$ cat src/rtl/circ_shift_reg_param.sv
// Parametrised load/rotate/shift register with a start/busy/done multi-step shift engine.
// Optional registered parity output enabled by defining CIRC_SHIFT_PARITY_EN.
module circ_shift_reg_param #(
    parameter int WIDTH = 16,
    parameter int CW    = $clog2(WIDTH) + 1
) (
    input  logic             clock,
    input  logic             reset,
    input  logic [WIDTH-1:0] load_in,
    input  logic             load,
    input  logic             start,
    input  logic [CW-1:0]    amount,
    input  logic             dir,
    input  logic             mode,
    input  logic             serial_in,
    output logic [WIDTH-1:0] data_out,
    output logic             shift_out,
    output logic             busy,
    output logic             done,
    output logic             parity_out
);

    typedef enum logic [1:0] {
        IDLE  = 2'd0,
        SHIFT = 2'd1,
        DONE  = 2'd2
    } state_t;

    state_t           state;
    logic [WIDTH-1:0] data_q;
    logic [CW-1:0]    count;
    logic             dir_q;
    logic             mode_q;

    // One single-bit step; right = toward LSB, logical = fill from serial input.
    function automatic logic [WIDTH-1:0] step(
        input logic [WIDTH-1:0] value,
        input logic             right,
        input logic             logical,
        input logic             fill
    );
        logic ins;
        if (right) begin
            ins = logical ? fill : value[0];
            return {ins, value[WIDTH-1:1]};
        end else begin
            ins = logical ? fill : value[WIDTH-1];
            return {value[WIDTH-2:0], ins};
        end
    endfunction

    // NOTE: sequential state uses non-blocking assignments so every register
    // samples the pre-edge values, independent of statement order.
    always_ff @(posedge clock or posedge reset) begin
        if (reset) begin
            state  <= IDLE;
            data_q <= '0;
            count  <= '0;
            dir_q  <= 1'b0;
            mode_q <= 1'b0;
        end else begin
            case (state)
                IDLE: begin
                    if (load) begin
                        data_q <= load_in;
                    end else if (start) begin
                        dir_q  <= dir;
                        mode_q <= mode;
                        count  <= amount;
                        state  <= (amount == '0) ? DONE : SHIFT;
                    end
                end
                SHIFT: begin
                    data_q <= step(data_q, dir_q, mode_q, serial_in);
                    count  <= count - CW'(1);
                    if (count == CW'(1)) begin
                        state <= DONE;
                    end
                end
                DONE: begin
                    state <= IDLE;
                end
                default: begin
                    state <= IDLE;
                end
            endcase
        end
    end

    assign data_out  = data_q;
    assign busy      = (state == SHIFT);
    assign done      = (state == DONE);
    assign shift_out = dir_q ? data_q[0] : data_q[WIDTH-1];

`ifdef CIRC_SHIFT_PARITY_EN
    logic parity_q;

    // Tracks D one cycle late; re-registering when D holds leaves it unchanged.
    always_ff @(posedge clock or posedge reset) begin
        if (reset) begin
            parity_q <= 1'b0;
        end else begin
            parity_q <= ^data_q;
        end
    end

    assign parity_out = parity_q;
`else
    assign parity_out = 1'b0;
`endif

endmodule

$ cat config.mk
export PLATFORM = sky130hd
export DESIGN_NAME = circ_shift_reg_param
export DESIGN_NICKNAME = d
export VERILOG_FILES = /design/src/rtl/circ_shift_reg_param.sv
export SDC_FILE = /design/constraint.sdc
export NUM_CORES = 1
export LEC_CHECK = 0
export CAP_MARGIN = 10
export CORE_MARGIN = 10
export CORE_UTILIZATION = 40
export CTS_CLUSTER_SIZE = 40
export DETAILED_ROUTE_END_ITERATION = 12
export PLACE_DENSITY = 0.74
export SYNTH_ARGS = -nofsm -noshare
export SYNTH_HDL_FRONTEND = slang
export SYNTH_SLANG_ARGS = --single-unit
$ cat constraint.sdc
create_clock -name clock -period 1.8 [get_ports clock]
set_clock_uncertainty 0.15 [all_clocks]
set_input_delay 0.18 -clock clock [delete_from_list [all_inputs] [get_ports clock]]
set_output_delay 0.18 -clock clock [all_outputs]
set_load 0.005 [all_outputs]
==> results.txt <==
flow finished, numbers: sequential power share=33.8%, Filler cells=341, Worst-Skew Late Latency=0.27 ns, placed instance count=259, CTS buffer count=3, area leader, netlist=dfrtp_1, GR Layer Usage met3=3.42%, crit path max fanout=8, Area after DPL=2040 um^2, Max-area cell share=41.5%, first-pass GRT wire length=6350 um, Yosys cell types=34, PostCTS Resize Cnt=1, switch share=38.9%, Synth Cell Area=1510 um^2, CTS tree=built, Main logic family=simple AND/OR/NAND/NOR gates, Worst Path Buf+Inv=2, WL final=3860 um, Tcrit/Tclk final=97.3%, xor+xnor area frac=0%, Static Leakage=0.000891 uW, Crit. path cell count=4, Worst R2R Start=state[1]$_DFFE_PP0P_, Init Core Util=41.2%, Final setup viols=0, sequential area share after synthesis=41.5%, routed wl met3=298 um, IO Port Bufs=46, setup tns final=0 ns, Final Wtd Congestion=0.827, yosys warns=0, CP max stage cell=or4b_4, total grt overflow=0, max FFs per register=16, Top Layout Cells=43 x clkdlybuf4s50_1, 25 x nand2_1, 23 x dfrtp_1, power share of the combinational group=56.2%, r2r endpoint=state[1]$_DFFE_PP0P_, Gate Count Post-Synth=167, CP top delay family=simple AND/OR/NAND/NOR gates, Core ar.=3660 um^2, end point of the critical path=state[1]$_DFFE_PP0P_, # nets final=250, Tmin final=1.75 ns, status=finished, final reports clean, Max VDD drop=0.648 mV, Clock Tree Root=clkbuf_8, Worst EP required=1.83 ns, Routed met2 length=1810 um, initial antenna violation count=0, Setup WS pre-CTS=0.0393 ns, tool warnings=28, sw power=1320 uW
[layout make-up]
| cell class | count | area [um^2] | area share (%) |
|---|---|---|---|
| tap | 48 | 60.1 | 2.82 |
| multi-input combinational | 126 | 797 | 37.4 |
| inverter | 4 | 15.0 | 0.705 |
| clock buffer | 4 | 45.0 | 2.11 |
| sequential | 25 | 628 | 29.5 |
| timing repair buffer | 60 | 586 | 27.5 |
[power by group through the flow]
| stage | sequential (uW) | clock [uW] | combinational (uW) |
|---|---|---|---|
| after floorplan | 1100 | 0 | 1160 |
| after global placement | 1150 | 0 | 1870 |
| after detailed placement | 1150 | 0 | 1920 |
| after CTS | 1140 | 350 | 1930 |
| after global routing | 1200 | 369 | 2120 |
| final | 1150 | 337 | 1910 |
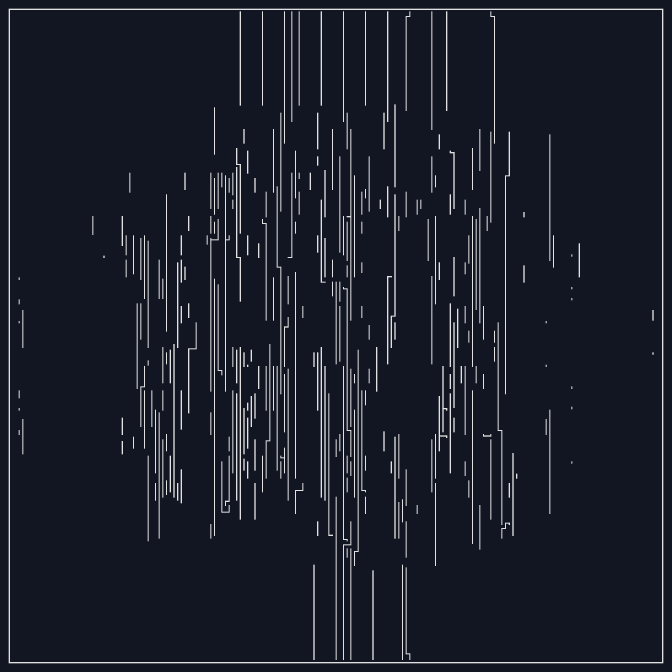
(images/met2.png)
- wire length on this layer: 1810 um
- main direction: vertical
- share of all routed wire: 47%
- nets with wire on the layer: 199

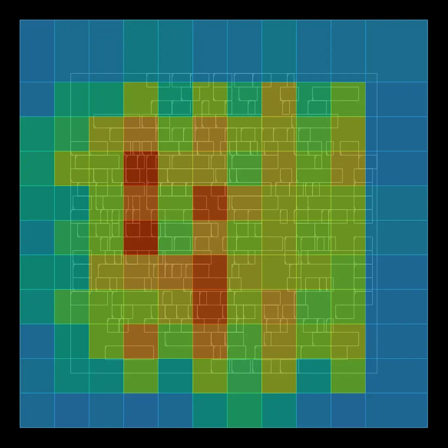
(images/final_congestion.png)
GRT busiest layer: met2
GRT Resource Usage Total: 11.8%

Power is estimated from default activity; no workload was simulated.
